**src/rtl/acq_pkg.sv**
```systemverilog
// acq_pkg: shared constants for the acquisition Avalon-MM responder.
// Register addresses, CTRL/STATUS bit positions, capture FSM states and
// the LEVEL width helper. Optional feature macro: ACQ_TIMESTAMP_EN.
package acq_pkg;

  localparam logic [2:0] ADDR_CTRL   = 3'd0;
  localparam logic [2:0] ADDR_STATUS = 3'd1;
  localparam logic [2:0] ADDR_DATA   = 3'd2;
  localparam logic [2:0] ADDR_THRESH = 3'd3;
  localparam logic [2:0] ADDR_TSTAMP = 3'd4;

  localparam int CTRL_ENABLE = 0;
  localparam int CTRL_CLEAR  = 1;
  localparam int CTRL_IRQ_EN = 2;

  localparam int STAT_LEVEL_W  = 11;
  localparam int STAT_EMPTY    = 16;
  localparam int STAT_FULL     = 17;
  localparam int STAT_OVERFLOW = 18;
  localparam int STAT_RUN      = 19;

  typedef enum logic {ST_IDLE = 1'b0, ST_RUN = 1'b1} acq_state_e;

  // LEVEL counter width: one extra bit so DEPTH itself is representable
  function automatic int level_w(input int depth);
    return $clog2(depth) + 1;
  endfunction

endpackage

```
**src/rtl/acq_fifo.sv**
```systemverilog
// acq_fifo: synchronous show-ahead FIFO. Head entry is always visible on
// rdata; pop advances the read pointer at the edge. Clear beats push/pop.
// A push into a full FIFO succeeds only if a pop happens in the same cycle.
module acq_fifo #(
  parameter  int WIDTH = 16,
  parameter  int DEPTH = 64,
  localparam int AW    = $clog2(DEPTH),
  localparam int LW    = AW + 1
) (
  input  logic             clk,
  input  logic             rst_n,
  input  logic             clr,
  input  logic             push,
  input  logic             pop,
  input  logic [WIDTH-1:0] wdata,
  output logic [WIDTH-1:0] rdata,
  output logic [LW-1:0]    level,
  output logic             full,
  output logic             empty
);

  logic [WIDTH-1:0] mem [DEPTH];
  logic [AW-1:0]    wr_ptr, rd_ptr;
  logic             do_push, do_pop;

  assign full    = (level == LW'(DEPTH));
  assign empty   = (level == '0);
  assign do_pop  = pop && !empty;
  assign do_push = push && (!full || do_pop);
  assign rdata   = mem[rd_ptr];

  // pointer and level bookkeeping; pointers wrap naturally at DEPTH
  always_ff @(posedge clk or negedge rst_n) begin
    if (!rst_n) begin
      wr_ptr <= '0;
      rd_ptr <= '0;
      level  <= '0;
    end else if (clr) begin
      wr_ptr <= '0;
      rd_ptr <= '0;
      level  <= '0;
    end else begin
      if (do_push) wr_ptr <= wr_ptr + AW'(1);
      if (do_pop)  rd_ptr <= rd_ptr + AW'(1);
      case ({do_push, do_pop})
        2'b10:   level <= level + LW'(1);
        2'b01:   level <= level - LW'(1);
        default: ;
      endcase
    end
  end

  // storage array, left unreset so it can map onto block RAM
  always_ff @(posedge clk) begin
    if (do_push && !clr) mem[wr_ptr] <= wdata;
  end

endmodule

```
**src/rtl/acq_avmm_slave.sv**
```systemverilog
// acq_avmm_slave: Avalon-MM responder buffering a valid-qualified sample
// stream for HPS software. Holds the register file, capture FSM, threshold
// interrupt and 1-cycle-latency readdata mux around an acq_fifo.
// Optional feature macro: ACQ_TIMESTAMP_EN (per-sample 32-bit cycle stamp).
module acq_avmm_slave
  import acq_pkg::*;
#(
  parameter int DATA_W = 16,
  parameter int DEPTH  = 64
) (
  input  logic              clk_clk,
  input  logic              reset_reset_n,
  input  logic [2:0]        avs_address,
  input  logic              avs_read,
  input  logic              avs_write,
  input  logic [31:0]       avs_writedata,
  output logic [31:0]       avs_readdata,
  output logic              avs_readdatavalid,
  input  logic [DATA_W-1:0] smp_data,
  input  logic              smp_valid,
  output logic              irq
);

  localparam int LW = level_w(DEPTH);
`ifdef ACQ_TIMESTAMP_EN
  localparam int FW = DATA_W + 32;
`else
  localparam int FW = DATA_W;
`endif

  acq_state_e  state;
  logic        enable, irq_en, overflow;
  logic [10:0] thresh;
  logic        wr_ctrl, clr, en_next, push_req, pop_req, pop_ok;
  logic [FW-1:0] f_wdata, f_rdata;
  logic [LW-1:0] level;
  logic          full, empty;
  logic [31:0]   status, rd_mux, tstamp;
  logic          unused_ok;

  assign wr_ctrl  = avs_write && (avs_address == ADDR_CTRL);
  assign clr      = wr_ctrl && avs_writedata[CTRL_CLEAR];
  // ENABLE written this cycle already steers the FSM at this edge, so the
  // very next sample is captured
  assign en_next  = wr_ctrl ? avs_writedata[CTRL_ENABLE] : enable;
  assign push_req = (state == ST_RUN) && smp_valid;
  assign pop_req  = avs_read && (avs_address == ADDR_DATA);
  assign pop_ok   = pop_req && !empty && !clr;

  assign unused_ok = ^{avs_writedata[31:19], avs_writedata[17:11]};

`ifdef ACQ_TIMESTAMP_EN
  logic [31:0] cyc_cnt;
  assign f_wdata = {cyc_cnt, smp_data};

  // free-running cycle counter, untouched by CLEAR; stamp follows each pop
  always_ff @(posedge clk_clk or negedge reset_reset_n) begin
    if (!reset_reset_n) begin
      cyc_cnt <= '0;
      tstamp  <= '0;
    end else begin
      cyc_cnt <= cyc_cnt + 32'd1;
      if (pop_ok) tstamp <= f_rdata[FW-1 -: 32];
    end
  end
`else
  assign f_wdata = smp_data;
  assign tstamp  = '0;
`endif

  acq_fifo #(.WIDTH(FW), .DEPTH(DEPTH)) u_fifo (
    .clk   (clk_clk),
    .rst_n (reset_reset_n),
    .clr   (clr),
    .push  (push_req && !clr),
    .pop   (pop_req && !clr),
    .wdata (f_wdata),
    .rdata (f_rdata),
    .level (level),
    .full  (full),
    .empty (empty)
  );

  assign status = {12'b0, state == ST_RUN, overflow, full, empty, 5'b0, STAT_LEVEL_W'(level)};

  // control and threshold registers; CLEAR is a pulse and is not stored
  always_ff @(posedge clk_clk or negedge reset_reset_n) begin
    if (!reset_reset_n) begin
      enable <= 1'b0;
      irq_en <= 1'b0;
      thresh <= '0;
    end else if (avs_write) begin
      case (avs_address)
        ADDR_CTRL: begin
          enable <= avs_writedata[CTRL_ENABLE];
          irq_en <= avs_writedata[CTRL_IRQ_EN];
        end
        ADDR_THRESH: thresh <= avs_writedata[10:0];
        default: ;
      endcase
    end
  end

  // capture FSM: CLEAR forces IDLE for one edge even if ENABLE stays set
  always_ff @(posedge clk_clk or negedge reset_reset_n) begin
    if (!reset_reset_n)  state <= ST_IDLE;
    else if (clr)        state <= ST_IDLE;
    else if (en_next)    state <= ST_RUN;
    else                 state <= ST_IDLE;
  end

  // sticky overflow: dropped push sets it, W1C or CLEAR clears it
  always_ff @(posedge clk_clk or negedge reset_reset_n) begin
    if (!reset_reset_n) overflow <= 1'b0;
    else if (clr)       overflow <= 1'b0;
    else if (push_req && full && !pop_ok) overflow <= 1'b1;
    else if (avs_write && avs_address == ADDR_STATUS && avs_writedata[STAT_OVERFLOW])
      overflow <= 1'b0;
  end

  // readdata source selection for the current read
  always_comb begin
    rd_mux = '0;
    case (avs_address)
      ADDR_CTRL:   rd_mux = {29'b0, irq_en, 1'b0, enable};
      ADDR_STATUS: rd_mux = status;
      ADDR_DATA:   rd_mux = empty ? 32'd0 : 32'(f_rdata[DATA_W-1:0]);
      ADDR_THRESH: rd_mux = {21'b0, thresh};
      ADDR_TSTAMP: rd_mux = tstamp;
      default:     rd_mux = '0;
    endcase
  end

  // one-cycle read response; async reset kills any pending valid
  always_ff @(posedge clk_clk or negedge reset_reset_n) begin
    if (!reset_reset_n) begin
      avs_readdata      <= '0;
      avs_readdatavalid <= 1'b0;
    end else begin
      avs_readdatavalid <= avs_read;
      if (avs_read) avs_readdata <= rd_mux;
    end
  end

  // level interrupt from the registered (already updated) fill level
  always_ff @(posedge clk_clk or negedge reset_reset_n) begin
    if (!reset_reset_n) irq <= 1'b0;
    else irq <= irq_en && (thresh != '0) && (STAT_LEVEL_W'(level) >= thresh);
  end

endmodule
```
**config.mk**
```make
export PLATFORM = sky130hd
export DESIGN_NAME = acq_avmm_slave
export DESIGN_NICKNAME = d
export VERILOG_FILES = /design/src/rtl/acq_pkg.sv /design/src/rtl/acq_fifo.sv /design/src/rtl/acq_avmm_slave.sv
export SDC_FILE = /design/constraint.sdc
export NUM_CORES = 1
export LEC_CHECK = 0
export CORE_ASPECT_RATIO = 1.4
export CORE_MARGIN = 2
export CORE_UTILIZATION = 55
export DETAILED_ROUTE_END_ITERATION = 6
export GPL_TIMING_DRIVEN = 0
export PLACE_DENSITY = 0.8
export SYNTH_ARGS = -nofsm -noshare
export SYNTH_HDL_FRONTEND = slang
export SYNTH_HIERARCHICAL = 1
export SYNTH_SLANG_ARGS = --single-unit
```
**constraint.sdc**
```tcl
create_clock -name clk_clk -period 4.2 [get_ports clk_clk]
set_input_delay 0.84 -clock clk_clk [delete_from_list [all_inputs] [get_ports clk_clk]]
set_output_delay 0.84 -clock clk_clk [all_outputs]
set_load 0.005 [all_outputs]
```
Figure 1. Wiring by layer (run 1).
Drawn at 1 px/um. Two of the layers only.
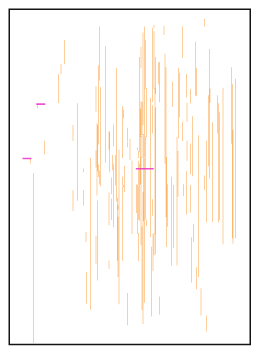
- magenta: M5 (wire length 31.3 um)
- orange: M4 (wire length 7400 um)

Figure 2. Clock routing (run 1).
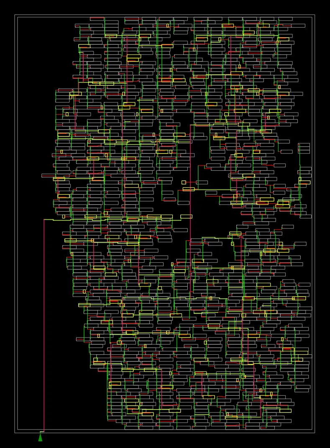
skew final: 0.0251 ns
Flop Count: 1080
Clock group: 0.00869 W

==> run_results.csv, run 1 <==
group,metric,value,unit
outcome,status,"finished clean",
cells_and_area,num-nets-final,2423,
synthesis,synth-adder-area-share,0.00457,
cells_and_area,largest_class,"flip-flops and latches",
worst_setup_path,crit_required,4.71,ns
run,cap_viol_max_count,0,
cells_and_area,nClkBuffers,116,
cells_and_area,clk_share,0.0622,
worst_setup_path,start_kind,"flop",
pwr,ir_worst_vdd,0.314,mV
cells_and_area,nonClkBufAreaFrac,0.0540,
timing,setup_viol,0,
cts,cts_max_level,3,
floorplanning,core_util_floorplan,0.552,
synthesis,synth_cell_types,57,
worst_setup_path,worstPathMaxFanout,10,
pwr,power_leader,"sequential cells",
synthesis,netlist_area,0.0427,mm^2
worst_setup_path,worst_setup_path_end_kind,"flop",
floorplanning,fp.dieH,334,um
pwr,power.total,0.0279,W
global_routing,grt_use_total,0.293,
detailed_routing,drc,0,
global_routing,grt_pass1_vias,22800,
worst_setup_path,ff2ff_setup_slack,0.07,ns
synthesis,compound_area_frac,0.0336,
cts,clk_pin_slew,0.07,ns
cells_and_area,drive_above_1_share,0.249,
timing,finalMaxSlewViolations,0,
timing,layout_worst_path_cycle_share,0.982,
floorplanning,rows,121,
detailed_routing,wl_per_cell,33.4,um
cells_and_area,lay_top_cells,"1024 x edfxtp_1, 171 x mux4_2, 166 x mux2i_1",
global_routing,grt_first_pass_wirelength,164000,um
synthesis,async_reset_ff_frac,0.0519,
global_routing,grt-ovfl-total,0,
cells_and_area,comb_share,0.201,
cts,root_buffer,"clkbuf_16",
synthesis,flop_cell,"edfxtp_1",
cells_and_area,logic_gates,886,
synthesis,edf_count,1024,
placed_design,portBuffers,55,
synthesis,logic_family,"multiplexers",
cts,cts_tree,"built",
floorplanning,ios,90,
synthesis,synth.area.mux_share,0.154,
synthesis,syn_area_per_cell,20.2,um^2
detailed_routing,wl_met1,40600,um
timing,final_hold_viol_count,0,
synthesis,ys_cells,2113,
cells_and_area,area_delta_synth_final,14.9,%
timing,worst_pin_slew,1.35,ns
pwr,p_sw_frac,0.289,
synthesis,synth_flops,1080,
min_path,hp-class,"primary input to asynchronous set/reset pin",
detailed_routing,drt-initial-drc-count,3298,
Figure 3. Metal 4 (run 1).
Drawn at 1 px/um.
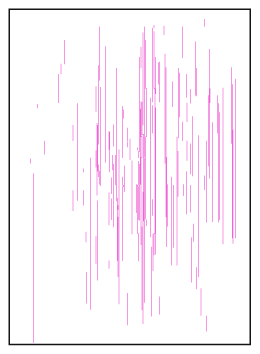
- share of all routed wire: 6.4%
- nets with wire on the layer: 96
- main direction: vertical
vias: 23000
final wirelength: 116000 um

run 1: sequential cells by signal, summed over array words and instances, names as in the netlist, 6 cells and up:
register and count:
u_fifo/mem 1024, avs_readdata 20, thresh 11, u_fifo/level 7, u_fifo/rd_ptr 6, u_fifo/wr_ptr 6
run 1: through the flow:
| stage | instances | hold slack, ns | cell area, um^2 | setup slack (ns) |
|---|---|---|---|---|
| final | 3475 | 0.301 | 49100 | 0.0747 |
| after global routing | 3475 | 0.354 | 49100 | 0.0151 |
| after CTS | 3468 | 0.319 | 49000 | -0.0132 |
| after detailed placement | 3296 | 0.502 | 45900 | -1.34 |
| after global placement | 3224 | 0.481 | 44700 | -1.58 |
| after floorplan | 2124 | 0.469 | 42800 | 0.276 |
run 1: worst paths after layout:
path                                              start                           end  cells after the start
hold reg to reg                    overflow$_DFFE_PN0P_  avs_readdata[18]$_DFFE_PN0P_                      2
max in group asynchronous                 reset_reset_n   u_fifo/level[5]$_DFFE_PN0P_                      2
hold / removal                            reset_reset_n  avs_readdata[19]$_DFFE_PN0P_                      1
min in group clk_clk               overflow$_DFFE_PN0P_  avs_readdata[18]$_DFFE_PN0P_                      2
setup reg to reg           u_fifo/rd_ptr[1]$_DFFE_PN0P_   avs_readdata[5]$_DFFE_PN0P_                      9
setup / recovery           u_fifo/rd_ptr[1]$_DFFE_PN0P_   avs_readdata[5]$_DFFE_PN0P_                      9
run 1: per-layer routing:
| metal | global-route usage | vias to the layer above |
|---|---|---|
| li1 | - | 9191 |
| met1 | 0.380 | 11900 |
| met2 | 0.477 | 1599 |
| met3 | 0.0501 | 292 |
| met4 | 0.159 | 6 |
| met5 | 0 | - |
run 1: repair_timing:
item                       CTS  global route
setup endpoints to repair  435           102
pin swaps                    0             3
gates resized                9             9
hold buffers                 0             0
setup buffers                0             4
run 1: critical path, stage by stage, from the launching register on:
cell	delay (ns)
dfrtp_1	0.35
buf_4	0.23
buf_2	0.51
buf_4	0.41
clkbuf_1	0.66
mux4_2	0.41
a2111oi_0	0.93
nor4_1	0.13
nand2_1	0.21
a31oi_1	0.10
run 1: cell usage after synthesis (all sizes together), types with 9 or more instances:
| master | instances | area share |
|---|---|---|
| o21ai | 16 | 0.0020 |
| a31oi | 14 | 0.0020 |
| nor2b | 9 | 0.0013 |
| xnor2 | 10 | 0.0020 |
| o22ai | 34 | 0.0050 |
| edfxtp | 1024 | 0.72 |
| mux4 | 193 | 0.10 |
| mux2 | 42 | 0.012 |
| a221oi | 28 | 0.0057 |
| inv | 25 | 0.0022 |
| ha | 14 | 0.0041 |
| clkbuf | 50 | 0.0044 |
| dfrtp | 56 | 0.033 |
| a21oi | 14 | 0.0016 |
| a2111oi | 35 | 0.0072 |
| nor2 | 134 | 0.012 |
| nand3 | 20 | 0.0023 |
| o221ai | 29 | 0.0059 |
| a22oi | 11 | 0.0019 |
| nor4 | 20 | 0.0029 |
| mux2i | 166 | 0.039 |
| nand2 | 32 | 0.0030 |
| buf | 83 | 0.018 |
Figure 4. Pin placement (run 1).
Drawn at 1 px/um. Pins as bars across the die edge, other pins in gray.
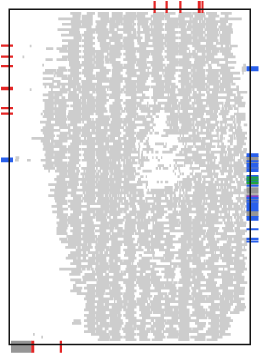

==> run 2, diff against run 1 <==
--- a/config.mk
+++ b/config.mk
@@ -5,12 +5,14 @@
 export SDC_FILE = /design/constraint.sdc
 export NUM_CORES = 1
 export LEC_CHECK = 0
+export CELL_PAD_IN_SITES_DETAIL_PLACEMENT = 1
+export CELL_PAD_IN_SITES_GLOBAL_PLACEMENT = 2
 export CORE_ASPECT_RATIO = 1.4
 export CORE_MARGIN = 2
-export CORE_UTILIZATION = 55
+export CORE_UTILIZATION = 49
 export DETAILED_ROUTE_END_ITERATION = 6
 export GPL_TIMING_DRIVEN = 0
-export PLACE_DENSITY = 0.8
+export PLACE_DENSITY = 0.87
 export SYNTH_ARGS = -nofsm -noshare
 export SYNTH_HDL_FRONTEND = slang
 export SYNTH_HIERARCHICAL = 1
Figure 5. Pin placement (run 2).
Drawn at 1 px/um. Pins as bars across the die edge, other pins in gray.
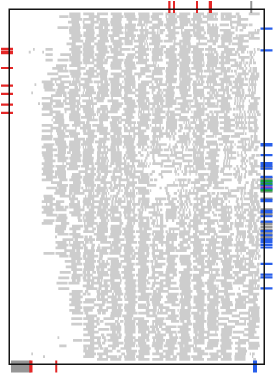
- red: `smp_data` (pins 16; direction input; edge 8 left, 5 top, 3 bottom)
- purple: `avs_readdatavalid` (pins 1; direction output; edge right)
- green: `avs_address` (pins 3; direction input; edge right)
- blue: `avs_readdata` (pins 32; direction output; edge 30 right, 2 bottom)
- all pins by edge: 51 right, 25 bottom, 8 left, 6 top
IO Port Bufs: 55
Die Width: 254 um
Vert. Die Dim: 353 um

==> run 2 against run 1 <==
The run now ends with negative setup slack left. Sequential share of layout area down 0.53 points. Clock skew up 0.0017 ns. Wire length up 11%. First-iteration DRC count down 16%. Setup slack worse by 0.17 ns. Synthesized area unchanged. Via count down 0.14%. Total power up 2.3%. Worst hold slack worse by 0.13 ns. Fmax down 4.0%. Design area up 0.81%. Critical path type unchanged. Highest routed layer unchanged.
==> run_results.csv, run 2 <==
group,metric,value,unit
outcome,status,"finished with violations",
outcome,violations,"negative setup slack",
synthesis,synth_flops,1080,
worst_setup_path,cp.arrival,4.84,ns
run,tool_warnings,48,
global_routing,grt_first_pass_wirelength,183000,um
cells_and_area,drive_above_1_share,0.250,
synthesis,ys_cells,2113,
timing,layout_worst_path_cycle_share,1.02,
worst_setup_path,crit_required,4.74,ns
worst_setup_path,worstPathMaxFanout,10,
worst_setup_path,cp.depth,9,
worst_setup_path,ff2ff_setup_slack,-0.1,ns
synthesis,flop_cell,"edfxtp_1",
cells_and_area,num-nets-final,2424,
synthesis,synth_cell_types,57,
floorplanning,core,0.0866,mm^2
timing,worst_pin_slew,1.26,ns
min_path,hp-class,"primary input to asynchronous set/reset pin",
synthesis,async_reset_ff_frac,0.0519,
synthesis,edf_count,1024,
floorplanning,rows,128,
timing,fin_ws,-0.0955,ns
synthesis,synth.largest_area_cell,"edfxtp_1",
timing,finalMaxSlewViolations,0,
cts,cts_max_level,3,
timing,skew,0.0268,ns
global_routing,grt_use_total,0.293,
global_routing,grt_pass1_vias,24200,
worst_setup_path,path_buffers,4,
cts,clk_pin_slew,0.07,ns
cts,root_buffer,"clkbuf_16",
run,cap_viol_max_count,0,
placed_design,gp_congestion,1.01,
worst_setup_path,cpPeakStageDelay,1.00,ns
global_routing,grt-ovfl-total,0,
synthesis,yosys-top-cells-area,"edfxtp_1 72%, mux4_2 9.0%, mux2i_1 3.9%",
placed_design,place_area,0.0462,mm^2
detailed_routing,drc,0,
cts,cts_num_sinks,1080,
synthesis,top_cells_by_count,"1024 x edfxtp_1, 171 x mux4_2, 166 x mux2i_1",
pwr,ir_worst_vdd,0.376,mV
cells_and_area,final_area,0.0495,mm^2
cells_and_area,lay_top_cells,"1024 x edfxtp_1, 171 x mux4_2, 166 x mux2i_1",
worst_setup_path,slowest_stage,"a2111oi_1",
floorplanning,ios,90,
worst_setup_path,r2r-start,"u_fifo/rd_ptr[1]$_DFFE_PN0P_",
synthesis,syn_area_per_cell,20.2,um^2
cells_and_area,largestRegisters,"u_fifo/mem: 1024 flops, avs_readdata: 20 flops, thresh: 11 flops",
cells_and_area,largest_reg_flops,1024,
worst_setup_path,start_kind,"flop",
floorplanning,core_util_floorplan,0.493,
worst_setup_path,path_cells,"buf_4 > buf_2 > buf_4 > clkdlybuf4s15_1 > mux4_2 > a2111oi_1 > nor4_1 > nand2_1 > a31oi_1",
timing,final_hold_viol_count,0,
detailed_routing,wl,129000,um
worst_setup_path,reg2reg_depth,9,
detailed_routing,wl_per_cell,35.8,um
timing,setup_viol,4,
cts,cts_tree,"built",
detailed_routing,dr.pass1.iters,5,
detailed_routing,drt-initial-drc-count,2777,
detailed_routing,vias,22900,
synthesis,yosysMostFrequentCell,"edfxtp_1",
cts,hold_buffers,0,
worst_setup_path,worst_setup_path_end_kind,"flop",
worst_setup_path,crit_family,"buffers and inverters",
-- run 2: worst max-delay path by stage --
stage	startpoint	to	slack, ns
2_1_floorplan	avs_read	u_fifo/level[6]$_DFFE_PN0P_	0.28
3_3_place_gp	avs_read	u_fifo/mem[48][2]$_DFFE_PP_	-1.80
3_5_place_dp	avs_read	u_fifo/level[6]$_DFFE_PN0P_	-1.47
4_1_cts	avs_read	u_fifo/mem[51][2]$_DFFE_PP_	-0.19
5_1_grt	u_fifo/rd_ptr[1]$_DFFE_PN0P_	avs_readdata[1]$_DFFE_PN0P_	0.007
6_report	u_fifo/rd_ptr[1]$_DFFE_PN0P_	avs_readdata[4]$_DFFE_PN0P_	-0.1
-- run 2: cells by family (layout without fill, tap and decap cells) --
group	Yosys count	after routing	synth area share
and+or+nand+nor	252	252	0.0280
buffers and inverters	158	462	0.0243
xor gates and xnor gates	13	13	0.00266
DFF	1080	1080	0.752
other	1	12	0.0000877
adders and majority gates	15	15	0.00457
muxes	401	401	0.154
AOI/OAI and AO/OA	193	193	0.0336
-- run 2: area by class of cell --
| type | instances | area, um^2 | share of cell area |
|---|---|---|---|
| Tap cell | 1170 | 1460 | 0.0296 |
| Clock buffer | 119 | 2580 | 0.0522 |
| Timing Repair Buffer | 131 | 1750 | 0.0353 |
| Buffer | 132 | 950 | 0.0192 |
| Sequential cell | 1080 | 32200 | 0.649 |
| Inverter | 25 | 93.8 | 0.00189 |
| Multi-Input combinational cell | 886 | 9940 | 0.201 |
| Clock inverter | 55 | 593 | 0.0120 |
-- run 2: where the power goes --
part,total (W),internal (W),switching (W)
clock network,0.00904,0.00510,0.00393
registers,0.0122,0.0120,0.000202
logic,0.00732,0.00298,0.00434
-- run 2: what timing repair did --
action / 4_1_cts / 5_1_grt
setup buffers: 0 / 3
resized: 11 / 16
pin swaps: 0 / 1
setup endpoints to repair: 691 / 454
-- run 2: through the flow --
step	setup TNS (ns)	power (W)	std cells	setup slack [ns]	hold WS [ns]
global route	0	0.0292	3598	0.00690	0.211
detailed placement	-811.33	0.0195	3422	-1.47	0.520
floorplan	0	0.0167	2124	0.276	0.469
CTS	-8.22	0.0285	3596	-0.189	0.160
finish	-0.249	0.0286	3598	-0.0955	0.173
global placement	-1446.30	0.0191	3349	-1.80	0.507
-- run 2: routing by layer --
metal	vias to the layer above	wire [um]	global-route usage
li1	9190	-	-
met1	12200	46100	0.360
met2	1268	64700	0.486
met3	307	9510	0.0517
met4	4	8610	0.175
met5	-	22	0
Power figures rest on the tool's default switching activity, not on a simulated workload.
